===== config.mk =====
export PLATFORM = sky130hd
export DESIGN_NAME = mem_io_bridge_flat
export DESIGN_NICKNAME = d
export VERILOG_FILES = /design/src/rtl/mem_io_bridge_if.sv /design/src/rtl/mem_io_bridge.sv /design/src/flat_wrapper.sv
export SDC_FILE = /design/constraint.sdc
export NUM_CORES = 1
export LEC_CHECK = 0
export CAP_MARGIN = 20
export CORE_MARGIN = 2
export CORE_UTILIZATION = 40
export DETAILED_ROUTE_END_ITERATION = 6
export HOLD_SLACK_MARGIN = 0.1
export PLACE_DENSITY = 0.89
export SETUP_SLACK_MARGIN = 0.02
export SLEW_MARGIN = 0
export SYNTH_ARGS = -nofsm -noshare
export SYNTH_HDL_FRONTEND = slang
export SYNTH_SLANG_ARGS = --single-unit

===== constraint.sdc =====
create_clock -name clk -period 4.15 [get_ports clk]
set_input_delay 1.0375 -clock clk [delete_from_list [all_inputs] [get_ports clk]]
set_output_delay 1.0375 -clock clk [all_outputs]
set_load 0.03 [all_outputs]

===== src/rtl/mem_io_bridge_if.sv =====
// CPU <-> memory/IO bridge bus: the CPU request side plus the memory/IO side of mem_io_bridge.
// The bridge connects through the slave modport, and the CPU/testbench side through the master modport.
interface mem_io_bridge_if #(
    parameter int NUM_IO = 4,
    parameter int IO_W   = 16
);
    logic                   req_valid;
    logic                   mRead;
    logic                   mWrite;
    logic                   ioRead;
    logic                   ioWrite;
    logic [31:0]            addr_in;
    logic [31:0]            r_rdata;
    logic                   io_unsigned;
    logic [31:0]            m_rdata;
    logic [NUM_IO*IO_W-1:0] io_rdata;

    logic                   stall;
    logic                   rdata_valid;
    logic [31:0]            r_wdata;
    logic [31:0]            addr_out;
    logic [31:0]            write_data;
    logic                   mem_we;
    logic [NUM_IO-1:0]      io_cs;
    logic                   io_we;
    logic                   err;

    modport master (
        output req_valid, mRead, mWrite, ioRead, ioWrite, addr_in, r_rdata,
               io_unsigned, m_rdata, io_rdata,
        input  stall, rdata_valid, r_wdata, addr_out, write_data, mem_we,
               io_cs, io_we, err
    );

    modport slave (
        input  req_valid, mRead, mWrite, ioRead, ioWrite, addr_in, r_rdata,
               io_unsigned, m_rdata, io_rdata,
        output stall, rdata_valid, r_wdata, addr_out, write_data, mem_we,
               io_cs, io_we, err
    );
endinterface


===== src/rtl/mem_io_bridge.sv =====
// Sequential memory/IO bridge: one load/store per handshake, stalls the CPU during multi-cycle reads.
// Optional MEMIO_ERR_CNT_EN adds a saturating err_cnt output counting ERR cycles.
module mem_io_bridge #(
    parameter int NUM_IO  = 4,
    parameter int IO_W    = 16,
    parameter int IO_BASE = 6,
    parameter int MEM_LAT = 1
) (
    input  logic         clk,
    input  logic         rst,
    mem_io_bridge_if.slave bus
`ifdef MEMIO_ERR_CNT_EN
    ,
    output logic [7:0]   err_cnt
`endif
);
    localparam int SLOT_W = (NUM_IO > 1) ? $clog2(NUM_IO) : 1;

    typedef enum logic [2:0] {IDLE, WR, MEM_RD, IO_RD, RESP, ERR} state_t;
    state_t state, state_nxt;

    logic [SLOT_W-1:0] slot_q, slot_idx;
    logic              uns_q, io_q, rd_q;
    logic [1:0]        lat_cnt;
    logic              accept, multi, in_range, illegal, is_wr, is_rd, lat_done;
    logic [3:0]        nib;
    logic [IO_W-1:0]   slot_data [NUM_IO];
    logic [IO_W-1:0]   io_sel;
    logic [31:0]       io_ext;
    logic [NUM_IO-1:0] cs_dec;

    // Decode of the incoming request; only meaningful while IDLE.
    assign nib      = bus.addr_in[7:4];
    assign slot_idx = SLOT_W'(nib - 4'(IO_BASE));
    assign in_range = (int'(nib) >= IO_BASE) && (int'(nib) < IO_BASE + NUM_IO);
    assign multi    = $countones({bus.mRead, bus.mWrite, bus.ioRead, bus.ioWrite}) > 1;
    assign accept   = bus.req_valid && !rst &&
                      (bus.mRead || bus.mWrite || bus.ioRead || bus.ioWrite);
    assign illegal  = multi || ((bus.ioRead || bus.ioWrite) && !in_range);
    assign is_wr    = bus.mWrite || bus.ioWrite;
    assign is_rd    = bus.mRead || bus.ioRead;
    assign lat_done = (lat_cnt == 2'(MEM_LAT - 1));

    for (genvar k = 0; k < NUM_IO; k++) begin : g_slot
        assign slot_data[k] = bus.io_rdata[k*IO_W +: IO_W];
    end

    assign io_sel = slot_data[slot_q];

    if (IO_W == 32) begin : g_noext
        assign io_ext = io_sel;
    end else begin : g_ext
        assign io_ext = uns_q ? {{(32-IO_W){1'b0}}, io_sel}
                              : {{(32-IO_W){io_sel[IO_W-1]}}, io_sel};
    end

    always_comb begin
        for (int k = 0; k < NUM_IO; k++)
            cs_dec[k] = (slot_q == SLOT_W'(k));
    end

    always_ff @(posedge clk or posedge rst) begin
        if (rst) state <= IDLE;
        else     state <= state_nxt;
    end

    always_comb begin
        state_nxt = state;
        case (state)
            IDLE: begin
                if (accept) begin
                    if (illegal)         state_nxt = ERR;
                    else if (is_wr)      state_nxt = WR;
                    else if (bus.mRead)  state_nxt = MEM_RD;
                    else                 state_nxt = IO_RD;
                end
            end
            MEM_RD:  if (lat_done) state_nxt = RESP;
            IO_RD:   state_nxt = RESP;
            default: state_nxt = IDLE;
        endcase
    end

    // Strobes and status decode from state and registered request fields only.
    always_comb begin
        bus.stall       = 1'b0;
        bus.mem_we      = 1'b0;
        bus.io_we       = 1'b0;
        bus.io_cs       = '0;
        bus.err         = 1'b0;
        bus.rdata_valid = 1'b0;
        case (state)
            IDLE:   bus.stall = accept;
            WR: begin
                bus.mem_we = !io_q;
                bus.io_we  = io_q;
                if (io_q) bus.io_cs = cs_dec;
            end
            MEM_RD: bus.stall = 1'b1;
            IO_RD: begin
                bus.stall = 1'b1;
                bus.io_cs = cs_dec;
            end
            RESP:   bus.rdata_valid = 1'b1;
            ERR: begin
                bus.err         = 1'b1;
                bus.rdata_valid = rd_q;
            end
            default: ;
        endcase
    end

    always_ff @(posedge clk or posedge rst) begin
        if (rst) begin
            bus.addr_out   <= '0;
            bus.write_data <= '0;
            bus.r_wdata    <= '0;
            slot_q         <= '0;
            uns_q          <= 1'b0;
            io_q           <= 1'b0;
            rd_q           <= 1'b0;
            lat_cnt        <= '0;
        end else if (state == IDLE && accept) begin
            bus.addr_out   <= bus.addr_in;
            bus.write_data <= bus.r_rdata;
            slot_q         <= slot_idx;
            uns_q          <= bus.io_unsigned;
            io_q           <= bus.ioRead || bus.ioWrite;
            rd_q           <= is_rd;
            lat_cnt        <= '0;
            // A rejected read answers with zero data during ERR.
            if (illegal && is_rd) bus.r_wdata <= '0;
        end else if (state == MEM_RD) begin
            if (lat_done) bus.r_wdata <= bus.m_rdata;
            else          lat_cnt     <= lat_cnt + 2'd1;
        end else if (state == IO_RD) begin
            bus.r_wdata <= io_ext;
        end
    end

`ifdef MEMIO_ERR_CNT_EN
    always_ff @(posedge clk or posedge rst) begin
        if (rst)                                 err_cnt <= '0;
        else if (state == ERR && err_cnt != 8'hFF) err_cnt <= err_cnt + 8'd1;
    end
`endif
endmodule


===== src/flat_wrapper.sv =====
// flat-port wrapper written by rule: the top's interface ports become plain ports
module mem_io_bridge_flat 
#(
    parameter int NUM_IO  = 4,
    parameter int IO_W    = 16,
    parameter int IO_BASE = 6,
    parameter int MEM_LAT = 1
)
  (clk, rst, bus_req_valid, bus_mRead, bus_mWrite, bus_ioRead, bus_ioWrite, bus_addr_in, bus_r_rdata, bus_io_unsigned, bus_m_rdata, bus_io_rdata, bus_stall, bus_rdata_valid, bus_r_wdata, bus_addr_out, bus_write_data, bus_mem_we, bus_io_cs, bus_io_we, bus_err);
  mem_io_bridge_if #(.NUM_IO(NUM_IO), .IO_W(IO_W)) bus_i ();
  input  logic clk;
  input  logic rst;
  input wire logic [$bits(bus_i.req_valid)-1:0] bus_req_valid;
  input wire logic [$bits(bus_i.mRead)-1:0] bus_mRead;
  input wire logic [$bits(bus_i.mWrite)-1:0] bus_mWrite;
  input wire logic [$bits(bus_i.ioRead)-1:0] bus_ioRead;
  input wire logic [$bits(bus_i.ioWrite)-1:0] bus_ioWrite;
  input wire logic [$bits(bus_i.addr_in)-1:0] bus_addr_in;
  input wire logic [$bits(bus_i.r_rdata)-1:0] bus_r_rdata;
  input wire logic [$bits(bus_i.io_unsigned)-1:0] bus_io_unsigned;
  input wire logic [$bits(bus_i.m_rdata)-1:0] bus_m_rdata;
  input wire logic [$bits(bus_i.io_rdata)-1:0] bus_io_rdata;
  output wire logic [$bits(bus_i.stall)-1:0] bus_stall;
  output wire logic [$bits(bus_i.rdata_valid)-1:0] bus_rdata_valid;
  output wire logic [$bits(bus_i.r_wdata)-1:0] bus_r_wdata;
  output wire logic [$bits(bus_i.addr_out)-1:0] bus_addr_out;
  output wire logic [$bits(bus_i.write_data)-1:0] bus_write_data;
  output wire logic [$bits(bus_i.mem_we)-1:0] bus_mem_we;
  output wire logic [$bits(bus_i.io_cs)-1:0] bus_io_cs;
  output wire logic [$bits(bus_i.io_we)-1:0] bus_io_we;
  output wire logic [$bits(bus_i.err)-1:0] bus_err;
  assign bus_i.req_valid = bus_req_valid;
  assign bus_i.mRead = bus_mRead;
  assign bus_i.mWrite = bus_mWrite;
  assign bus_i.ioRead = bus_ioRead;
  assign bus_i.ioWrite = bus_ioWrite;
  assign bus_i.addr_in = bus_addr_in;
  assign bus_i.r_rdata = bus_r_rdata;
  assign bus_i.io_unsigned = bus_io_unsigned;
  assign bus_i.m_rdata = bus_m_rdata;
  assign bus_i.io_rdata = bus_io_rdata;
  assign bus_stall = bus_i.stall;
  assign bus_rdata_valid = bus_i.rdata_valid;
  assign bus_r_wdata = bus_i.r_wdata;
  assign bus_addr_out = bus_i.addr_out;
  assign bus_write_data = bus_i.write_data;
  assign bus_mem_we = bus_i.mem_we;
  assign bus_io_cs = bus_i.io_cs;
  assign bus_io_we = bus_i.io_we;
  assign bus_err = bus_i.err;
  mem_io_bridge #(.NUM_IO(NUM_IO), .IO_W(IO_W), .IO_BASE(IO_BASE), .MEM_LAT(MEM_LAT)) u_core (.clk(clk), .rst(rst), .bus(bus_i));
endmodule

==> flow_summary.json <==
{
  "die_x_um": 117,
  "common_cells": "230 x nand2_1, 105 x dfrtp_1, 25 x inv_1",
  "hold_violations": 0,
  "cp.depth": 7,
  "worstSetupStartpoint": "bus_mRead",
  "root_buffer": "clkbuf_16",
  "ant_nets": 0,
  "r2r-start": "u_core.slot_q[0]",
  "fp_util_pct": 40.6,
  "yosys.stat.seqShare_pct": 51.7,
  "wl_met1_um": 6150,
  "slew_viol_final": 0,
  "crit_fanout": 3,
  "route.met2.wl_um": 7910,
  "seq_power_share_pct": 34.8,
  "reg2reg_to": "u_core.bus.r_wdata[29]",
  "gr-usage-met2_pct": 39.7,
  "period_minus_slack_ps": 3920,
  "p_int_mw": 2.70,
  "start_kind": "input pin",
  "power_leakage_nw": 3.77,
  "power.clock.fraction_pct": 18.0,
  "crit_family": "buffers and inverters",
  "yosys_area_um2": 5080,
  "fp.dieH_um": 117,
  "endpoint": "bus_stall",
  "wl_per_cell_um": 16.5,
  "first_global_vias": 4733,
  "grt_use_met1_pct": 27.1,
  "coreArea_um2": 12500,
  "ir_worst_vdd_v": 0.000331,
  "synth-compound-area-share_pct": 5.93,
  "final_layout_top_logic_cells": "271 x clkdlybuf4s50_1, 230 x nand2_1, 105 x dfrtp_1",
  "cts_buffer_depth": 2,
  "ys_types": 39,
  "synthSimpleGateAreaFrac_pct": 21.1,
  "drc": 0,
  "routed_wl_um": 15800,
  "fin_hold_ws_ps": 473,
  "path_class": "in2out",
  "r2r_slack_ps": 1750,
  "fin_crit_sh_pct": 94.5,
  "dpl.hpwl_um": 11900,
  "p_sw_mw": 1.70,
  "highest_layer": "met4",
  "cpPeakStageDelay_ps": 620,
  "xor_area_share_pct": 0.172,
  "worst_setup_path_end_kind": "output pin",
  "p_per_area_nw_per_um2": 536,
  "top_regs": "u_core.bus.r_wdata: 32 flops, u_core.bus.write_data: 32 flops, u_core.bus.addr_out: 31 flops",
  "drt-initial-drc-count": 275,
  "mux_share_pct": 13.8,
  "synth-edff-count": 0,
  "crit_arrival_ps": 2890,
  "design_area_um2": 8210,
  "tool_warnings": 28,
  "rsz0062_at_grt": "no",
  "pwr-share-comb_pct": 47.2,
  "synth_area_per_cell_um2": 9.64,
  "grt_pass1_wl_um": 23800,
  "dp_slack_ps": 218,
  "placed_area_um2": 7940,
  "track_usage_pct": 22.9,
  "vias": 4654,
  "hp-class": "reg2reg",
  "grt.busiest_layer": "met2",
  "htree_num_levels": 3,
  "clock_skew_ps": 6.30,
  "drt_pass1_iterations": 6,
  "setup_tns_ps": 0,
  "use_met3_pct": 6.33,
  "worst_pin_slew_ps": 751,
  "syn2layout_area_growth_pct": 61.5,
  "fin_ws_ps": 227,
  "yosys.area.top_type": "dfrtp_1",
  "cts_buffers": 9,
  "synthArstFlopShare_pct": 100,
  "final_nets": 959,
  "cts_tree": "done",
  "fillers": 990,
  "post_cts_buffers": 0,
  "ios": 273,
  "outcome": "finished, final reports clean",
  "fin_util_pct": 65.6,
  "dieArea_um2": 13600,
  "min_delay_path_depth": 2,
  "finalSetupViolCount": 0
}
run 1: power by group through the flow:
stage	logic, mW	registers [mW]	clock network (mW)
final	2.08	1.53	0.791
after global routing	2.21	1.56	0.859
after detailed placement	2.08	1.55	0
after floorplan	0.565	2.11	0
after global placement	2.05	1.53	0
after CTS	2.09	1.53	0.811
run 1: area by class of cell:
cell class,instances,area (um^2),share of cell area (%)
inverters,25,96.3,1.17
multi-input cells,363,2180,26.6
flip-flops and latches,105,2630,32.0
well taps,172,215,2.62
repair buffers,281,2810,34.3
clock inverters,4,28.8,0.351
clock buffers,11,243,2.96
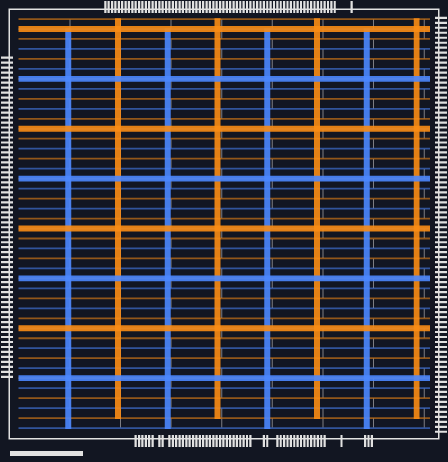
*Floorplan with the power grid, run 1*
Scale bar: 20 um. Pins as bars on the die edge. Tap cells in grey.
- VDD: orange
- VSS: blue
- tap cells: 172
- met5 straps: 8
- rows: 41
- met1 rails: 42
- met4 straps: 8

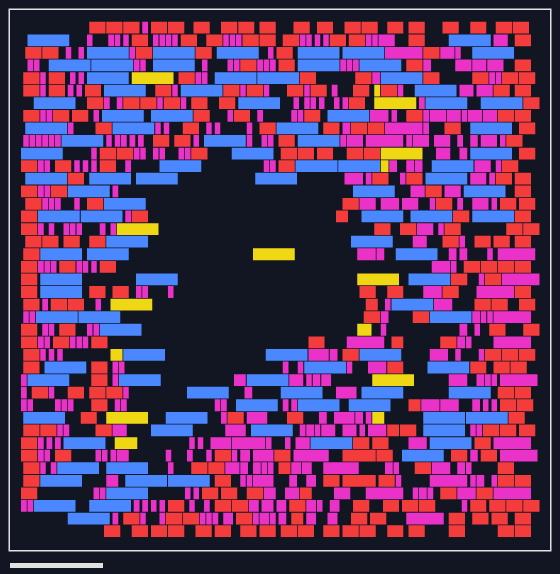
*Placement by cell class, run 1*
Scale bar: 20 um.
- all other logic: magenta (cells 388; share of their area 29%)
- flip-flops: blue (cells 105; share of their area 33%)
- clock drivers and dummy loads: yellow (cells 15; share of their area 3.4%)
- other buffers and delay cells: red (cells 281; share of their area 35%)

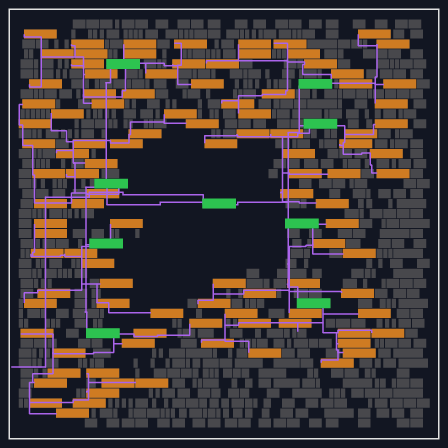
*Routed clock nets over the placement, run 1*
- flip-flops: orange (count 105)
- cells driving clock nets: green (count 9)
- clock wires: purple (length 1240 um)
- routed clock nets: 10
- flops lie: widely spread

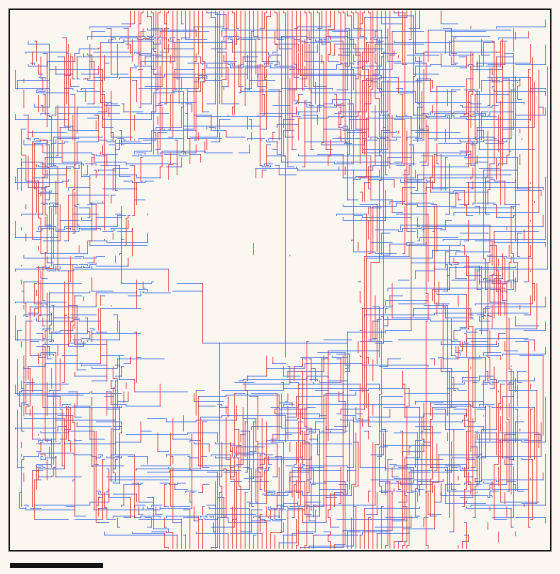
*Wiring by layer, run 1*
Scale bar: 20 um. Only two layers are drawn.
- met2: red (wire length 7910 um)
- met1: blue (wire length 6150 um)

Power figures rest on the tool's default switching activity, not on a simulated workload.
